### Clock nets, run 1

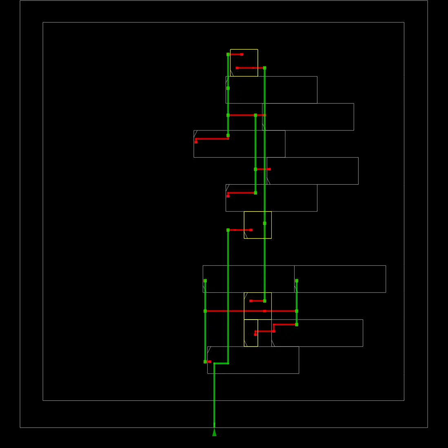
### Cells by drive strength, run 1

Bar = 10 um.
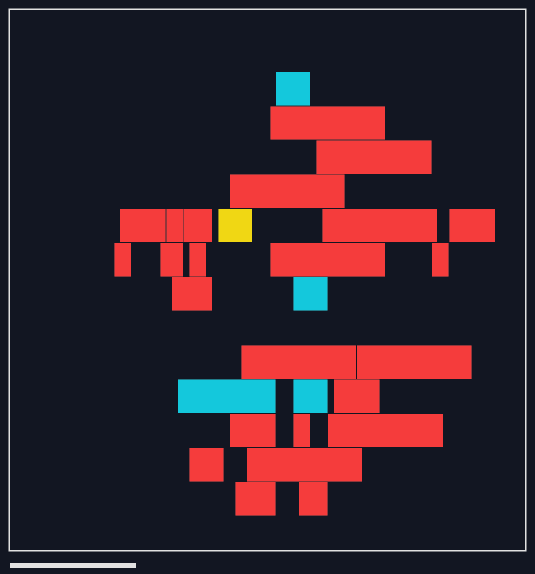
### Routed clock nets over the placement, run 1

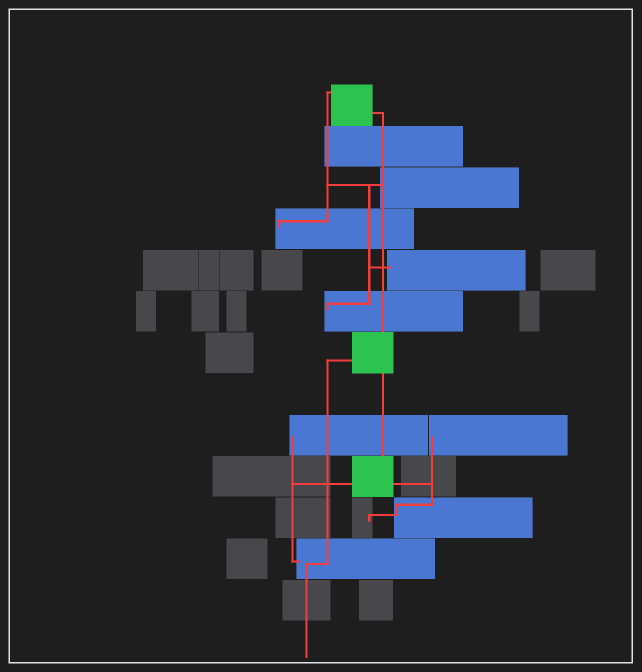
**config.mk**
```make
export PLATFORM = sky130hd
export DESIGN_NAME = first_one_unit
export DESIGN_NICKNAME = d
export VERILOG_FILES = /design/src/rtl/first_one_pkg.sv /design/src/rtl/first_one_core.sv /design/src/rtl/first_one_unit.sv
export SDC_FILE = /design/constraint.sdc
export NUM_CORES = 1
export LEC_CHECK = 0
export CAP_MARGIN = 20
export CELL_PAD_IN_SITES_DETAIL_PLACEMENT = 0
export CELL_PAD_IN_SITES_GLOBAL_PLACEMENT = 2
export CORE_AREA = 2 2 39 41
export DETAILED_ROUTE_END_ITERATION = 7
export DIE_AREA = 0 0 41 43
export DONT_BUFFER_PORTS = 1
export PLACE_DENSITY = 0.58
export SLEW_MARGIN = 20
export SYNTH_ARGS = -nofsm -noshare
export SYNTH_HDL_FRONTEND = slang
export SYNTH_SLANG_ARGS = --single-unit
```
**constraint.sdc**
```tcl
create_clock -name clock -period 0.8 [get_ports clock]
set_input_delay 0.16 -clock clock [delete_from_list [all_inputs] [get_ports clock]]
set_output_delay 0.16 -clock clock [all_outputs]
set_load 0.005 [all_outputs]
```
**src/rtl/first_one_pkg.sv**
```systemverilog
// Shared constants and helpers for the first-one isolation unit.
// Variant names and the index-width function used by core and top.
package first_one_pkg;

    localparam string VARIANT_SMALL = "small";
    localparam string VARIANT_FAST  = "fast";

    // Binary index width, never below one bit so WIDTH = 1 still has a port.
    function automatic int index_width(input int w);
        return (w > 1) ? $clog2(w) : 1;
    endfunction

endpackage

```
**src/rtl/first_one_core.sv**
```systemverilog
// Combinational lowest-set-bit isolation, data -> one-hot mask.
// VARIANT selects a ripple chain ("small") or a prefix-OR network ("fast").
module first_one_core
    import first_one_pkg::*;
#(
    parameter int    WIDTH   = 8,
    parameter string VARIANT = VARIANT_FAST
) (
    input  logic [WIDTH-1:0] data_i,
    output logic [WIDTH-1:0] mask_o
);

    localparam int LEVELS = (WIDTH > 1) ? $clog2(WIDTH) : 0;

    if (VARIANT == VARIANT_SMALL) begin : g_small
        logic seen;

        // Ripple a running "seen" flag from bit 0 upward.
        always_comb begin
            seen   = 1'b0;
            mask_o = '0;
            for (int i = 0; i < WIDTH; i++) begin
                mask_o[i] = data_i[i] & ~seen;
                seen      = seen | data_i[i];
            end
        end
    end else if (VARIANT == VARIANT_FAST) begin : g_fast
        logic [WIDTH-1:0] pfx;
        logic [WIDTH-1:0] excl;

        // Kogge-Stone inclusive prefix OR in LEVELS doubling steps.
        always_comb begin
            pfx = data_i;
            for (int k = 0; k < LEVELS; k++) begin
                pfx = pfx | (pfx << (1 << k));
            end
        end

        // Exclusive prefix: any set bit strictly below position i.
        assign excl   = pfx << 1;
        assign mask_o = data_i & ~excl;
    end else begin : g_bad
        $error("first_one_core: VARIANT must be \"small\" or \"fast\"");
        assign mask_o = '0;
    end

endmodule

```
**src/rtl/first_one_unit.sv**
```systemverilog
// Registered lowest-set-bit isolation with found flag, 1-cycle latency.
// FIRST_ONE_INDEX_OUTPUT_EN adds a registered binary index output.
module first_one_unit
    import first_one_pkg::*;
#(
    parameter int    WIDTH   = 8,
    parameter string VARIANT = VARIANT_FAST
) (
    input  logic             clock,
    input  logic             reset,
    input  logic [WIDTH-1:0] data,
    output logic [WIDTH-1:0] first_one,
`ifdef FIRST_ONE_INDEX_OUTPUT_EN
    output logic [index_width(WIDTH)-1:0] first_one_index,
`endif
    output logic             found
);

    logic [WIDTH-1:0] first_one_d, first_one_q;
    logic             found_d, found_q;

    first_one_core #(
        .WIDTH   (WIDTH),
        .VARIANT (VARIANT)
    ) u_core (
        .data_i (data),
        .mask_o (first_one_d)
    );

    assign found_d = |data;

    // Output registers, cleared asynchronously.
    always_ff @(posedge clock or posedge reset) begin
        if (reset) begin
            first_one_q <= '0;
            found_q     <= 1'b0;
        end else begin
            first_one_q <= first_one_d;
            found_q     <= found_d;
        end
    end

    assign first_one = first_one_q;
    assign found     = found_q;

`ifdef FIRST_ONE_INDEX_OUTPUT_EN
    localparam int IW = index_width(WIDTH);

    logic [IW-1:0] index_d, index_q;

    // OR-tree encoder: one-hot mask makes OR of positions the exact index.
    always_comb begin
        index_d = '0;
        for (int i = 0; i < WIDTH; i++) begin
            index_d = index_d | (IW'(i) & {IW{first_one_d[i]}});
        end
    end

    // Index register, same latency as the mask.
    always_ff @(posedge clock or posedge reset) begin
        if (reset) begin
            index_q <= '0;
        end else begin
            index_q <= index_d;
        end
    end

    assign first_one_index = index_q;
`endif

endmodule

```
==> reports/qor.txt, run 1 <==
Leak pwr = 0.1888 nW
Max Slew Vio Count = 0
Drt initial violations = 1
Vias per cell = 4.244
# setup viols final = 0
Worst hold slack = -64.94 ps
Top Metal Used = met3
Top cells by area = dfrtp_1 (70%), nor4_4 (6.6%), nor2_1 (3.5%)
Met1 usage = 0.09603
Comb pwr share = 0.042
Critical path type = reg -> out
Most used routing layer = met4
Yosys stat area = 321.6 um2
Yosys cell types = 12
Initial antenna violation count = 0
Final-layout fill cell count = 148
Final setup TNS = 0 ps
Hold Path Class = in -> reg
CTS tree = yes
Chip area = 1763 um2
F_max = 1261 MHz
Final WL = 569 um
Die span in x = 41 um
Cell taking the most area after synthesis = dfrtp_1
Status = finished, violations left
Non-clock inverter count = 1
Simple share = 0.2879
Fp_density = 0.2324
Slew HR = 0.7851
Sequential cell area share = 0.5660
Layout cells sized above 1 = 0.1724
P per Cell Area = 2098 nW/um2
Die Span Y = 43 um
Met3 Resource Use GR = 0.02094
Psw = 0.0001581 W
DP Cell Count = 38
Seq/Total Area, Yosys = 0.7004
Dominant class by area = registers
Flop pwr share = 0.564
Utilization after layout = 0.2875
Pint = 0.0006766 W
Critical Path End Type = output pin
Adder share = 0
Routed wl met2 = 264 um
Cycle use final = 0.9912
Flop count = 9
Core Region = 1384 um2
Cell total in the yosys stat output = 22
WL met1 = 242 um
Worst-margin pin slew = 322.0 ps
Setup Fix Bufs, Post-CTS = 0
Clock transition at path regs = 60 ps
CTS sink cnt = 9
Startpoint types = flop
Gate Count Post-Synth = 22
Syn avg cell area = 14.62 um2
FF+latch area = 225.2 um2
IO Pins = 19
Signal buffers = 3
Yosys reg bits = 9
Max VDD drop = 0.0004276 V
Final nets = 40
Highest-power group = sequential cells
Max clock buf depth = 2
GRT met2 Usage = 0.1000
WP data required = 640 ps
Final hold vios = 2
Yosys warns = 0
Layout Cells excl Fill = 45
Area grow syn2layout = 23.74%
MI comb cells = 12
Detailed Routing Iterations Pass 1 = 2
Routed wl met3 = 62 um
Routed Antenna Nets = 0
Setup ws final = 7.031 ps
Total GRT Usage = 0.08409
First-pass GRT wire length = 903 um
Post-route cell area = 397.9 um2
Tap cell count = 16
Top logic family = simple AND/OR/NAND/NOR gates
Routed via count = 191
Largest net degree at the start of global routing = 10
Pre-CTS setup slack = 3.469 ps
Failing checks = hold timing
## Picture notes: 'Clock nets'
Num CTS Buffers: 3
Power Clock: 0.000329 W

## Picture notes: 'Cells by drive strength'
[cyan] x3 and x4 | cells: 4 | most used: clkbuf_4
[yellow] x2 | cells: 1 | most used: and2_2
[red] x1 and smaller | cells: 24 | most used: dfrtp_1

## Picture notes: 'Routed clock nets over the placement'
[blue] flip-flops | count: 9
[red] clock wires | length: 108 um
[green] clock-net drivers | count: 3
routed clock nets: 4

run 1: stage by stage:
stage	power, W	hold slack, ps
detailed placement	0.0005046	25.21
finish	0.0008347	-64.94
CTS	0.0008543	-74.35
global route	0.0008852	-88.14
global placement	0.0005035	7.843
floorplan	0.0004995	-12.08
run 1: sequential cells by signal (all words and copies together) (netlist names):
name / cells
found: 1
first_one: 8
run 1: final timing paths:
| check | to | slack, ps | start | cells past startpoint |
|---|---|---|---|---|
| hold / removal | first_one[0] | -60 | data[0] | 0 |
| setup / recovery | found | 7 | found | 0 |
| max in group asynchronous | first_one[4] | 260 | reset | 2 |
| min in group asynchronous | first_one[3] | 300 | reset | 2 |
run 1: layout by cell type, fill, tap and decap left out:
master and n:
inv_1 1, and4b_1 1, clkbuf_4 3, nor2b_1 1
nor2_1 3, dfrtp_1 9, and3_1 1, and3b_1 1
nor4b_1 1, and2_2 1, nand3_1 1, nor4_4 1
dlygate4sd3_1 3, nor3b_1 1, clkbuf_1 1
run 1: logic make-up (layout without fill, tap and decap cells):
kind of cell | count (synthesis) | count (layout)
DFF | 9 | 9
and+or+nand+nor | 12 | 12
buffers and inverters | 1 | 8
run 1: Yosys cell counts, drive strengths merged:
| cell | number |
|---|---|
| and3 | 1 |
| nor2 | 3 |
| and2 | 1 |
| nor2b | 1 |
| dfrtp | 9 |
| nor4b | 1 |
| nand3 | 1 |
| inv | 1 |
| nor4 | 1 |
| and3b | 1 |
| nor3b | 1 |
| and4b | 1 |
run 1: what timing repair did:
item,CTS,global route
endpoints found under the hold margin,13,2
gates resized,0,0
setup endpoints to repair,4,9
cloned,0,0
pin swaps,0,0
### Placement by cell class, run 1

Bar = 10 um.
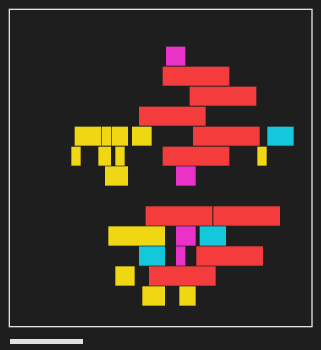

## Run 2: what changed since run 1
- CORE_AREA: 2 2 39 41 -> not set
- CORE_UTILIZATION: not set -> 18
- DIE_AREA: 0 0 41 43 -> not set
- DONT_BUFFER_PORTS: 1 -> not set
- PLACE_DENSITY: 0.58 -> 0.7
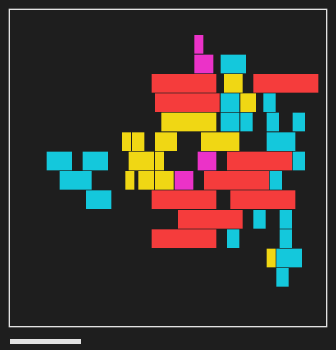
*Placement by cell class, run 2*
Bar = 10 um.
[cyan] remaining buffers and delay cells | cells: 20 | share of their area: 29%
[yellow] remaining logic cells | cells: 13 | share of their area: 21%
[magenta] clock drivers and dummy loads | cells: 4 | share of their area: 5.3%
[red] registers | cells: 9 | share of their area: 45%

==> run 2 against run 1 <==
Compared with the run above:
- cell count up 56%
- clock-buffer cell count unchanged
- the run ends with DRC, setup timing left
- via count up 36%
- power up 7.7%
- critical path depth up 1
- synthesized area unchanged
- sequential share of layout area down 14 points
- cell area up 33%
- sequential power about the same
- highest routed layer unchanged
- largest cell class unchanged
- combinational power rose to 2.8 times the previous value
- global-route usage down 0.18 points
- non-clock buffer count up 17
==> reports/qor.txt, run 2 <==
Status = finished, violations left
Failing checks = DRC, setup timing
Setup Fix Bufs, Post-CTS = 0 (unchanged)
CTS tree = yes
HPWL after DPL = 545.9 um
Setup ws final = -104.5 ps (-111.5 ps)
Drt initial violations = 5 (+4)
Max incr delay on CP = 370 ps
Routed via count = 259 (+36%)
DRC = 1
Detailed Routing Iterations Pass 1 = 7 (+5)
Diodes inserted = 0
Synth async-reset ratio = 1.000 (unchanged)
Largest delay share family, worst path = flip-flops
Commonest cells in the netlist = dfrtp_1 (9), nor2_1 (3)
Yosys cell types = 12 (unchanged)
Vias per cell = 3.700 (-13%)
Final nets = 57 (+43%)
Critical Path End Type = output pin
Main flop type = dfrtp_1
Largest net degree at the start of global routing = 10 (unchanged)
First-pass GRT wire length = 1.117 mm (+24%)
Yosys stat area = 321.6 um2 (unchanged)
Max Slew Vio Count = 0 (unchanged)
Worst-margin pin slew = 335.4 ps (+13.46 ps)
Die span in x = 44.27 um (+8.0%)
Fp_density = 0.2017 (-0.03064)
Vias in the first global route = 261
# setup viols final = 9 (+9)
Gr ovfl total = 0
CP arrival = 740 ps
Die Span Y = 44.27 um (+2.9%)
Clk Tree Root Cell = clkbuf_4
Final hold vios = 0 (-2)
Most frequent cells in the layout = dfrtp_1 (9), buf_2 (9), clkdlybuf4s50_1 (4)
Cells along the critical path = buf_2
Max FFs per register = 8 (unchanged)
Num CTS Buffers = 3 (unchanged)
P per Cell Area = 1703 nW/um2 (-19%)
Top-count cell post-synth = dfrtp_1
Seq/Total Area, Yosys = 0.7004 (unchanged)
Post-route cell area = 528.0 um2 (+33%)
Chip area = 1959 um2 (+11%)
Crit path buf inv count = 1
Crit. Startpoint = first_one[7]
WP data required = 640 ps (about the same)
Core Region = 1594 um2 (+15%)
Startpoint types = flop
Area grow syn2layout = 64.20%
Leak pwr = 0.2738 nW (+45%)
Slew HR = 0.7761 (-0.008982)
Cell taking the most area after synthesis = dfrtp_1
Log Warnings = 28
Critical path depth = 1 (+1)
Final WL = 697 um (+22%)
IO Pins = 19 (unchanged)
Hold Path Class = in -> async
Yosys warns = 0 (unchanged)
Layout cells sized above 1 = 0.4348 (+0.2624)
Max VDD drop = 0.0005007 V (+17%)
Yosys reg bits = 9 (unchanged)
Flip-flops with a built-in enable = 0 (unchanged)
Buffers on Ports = 18
Syn avg cell area = 14.62 um2 (unchanged)
Dpl cell area = 546.8 um2
# Max-Cap Violations = 0
Floorplan row count = 14
Drt wl/cell = 9.957 um
Gate Count Post-Synth = 22 (unchanged)
F_max = 1106 MHz (-12%)
Routability cong. = 0.7485
CTS sink cnt = 9 (unchanged)
Initial antenna violation count = 0 (unchanged)
Cell total in the yosys stat output = 22 (unchanged)
Cycle use final = 1.131 (+0.1394)
Total GRT Usage = 0.08234 (-0.001750)
Top cells by area = dfrtp_1 (70%), nor4_4 (6.6%), nor2_1 (3.5%)
Critical path type = reg -> out
Utilization after layout = 0.3312 (+0.04372)
Post-layout min period = 904.5 ps
Clock transition at path regs = 60 ps (about the same)
H-Tree Depth = 1
Max clock buf depth = 2 (unchanged)
Unrepaired setup endpoints after global routing = true
Routed Antenna Nets = 0 (unchanged)
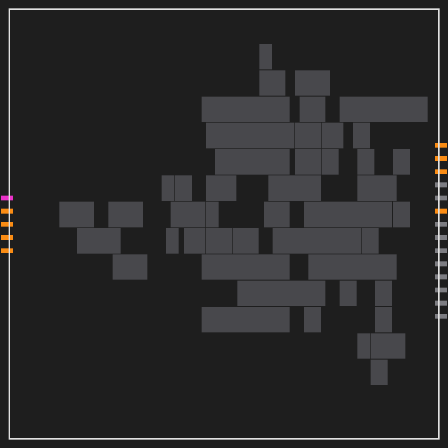
*I/O pins on the die edge, run 2*
Pins as bars across the die edge, other pins in grey.
[orange] data | pins: 8 | direction: input | edge: 4 right, 4 left
[magenta] clock | pins: 1 | direction: input | edge: left
all pins by edge: 14 right, 5 left

run 2: timing repair:
action,4_1_cts,5_1_grt
hold endpoints to repair,0,0
pin swaps,2,2
gates resized,43,5
setup endpoints to repair,16,12
hold buffers,0,0
run 2: power by group:
part | leakage (nW) | internal (W) | switching, W
combinational | 0.143 | 0.0000550 | 0.0000434
clock | 0.0150 | 0.000191 | 0.000142
sequential | 0.116 | 0.000465 | 0.00000243
total | 0.274 | 0.000711 | 0.000188
run 2: worst paths after layout:
path	end
min in group clock	found
hold / removal	first_one[0]
setup / recovery	first_one[7]
max in group asynchronous	first_one[3]
run 2: through the flow:
stage	setup slack, ps	std cells	power (W)	hold WS [ps]	setup TNS, ps
final	-104.5	70	0.0008994	168.0	-794.2
after global routing	-130.5	70	0.0009483	186.4	-1069
after CTS	-118.2	70	0.0009155	171.1	-899.0
after detailed placement	-483.5	66	0.0005906	438.8	-4673
after global placement	-473.6	66	0.0005894	426.4	-4786
after floorplan	71.25	22	0.0004995	-12.08	0
run 2: final cells by class:
class	instances	area, um2
clock buffers	4	26.28
fillers	161	1066
inverters	1	3.754
multi-input cells	12	98.84
flip-flops and latches	9	225.2
well taps	24	30.03
repair buffers	20	143.9
run 2: per-layer routing:
layer  GRT usage  wire length (um)  part of all wire
met1     0.09160               294              0.42
met2      0.1235               292              0.42
met3     0.04082               110              0.16
met4     0.05455                 0                 0
met5           0                 0                 0
run 2: logic make-up after synthesis:
group | share of synthesized area
buf+inv | 0.01166
simple gates | 0.2880
flops | 0.7004
Power and IR drop assume default switching activity.
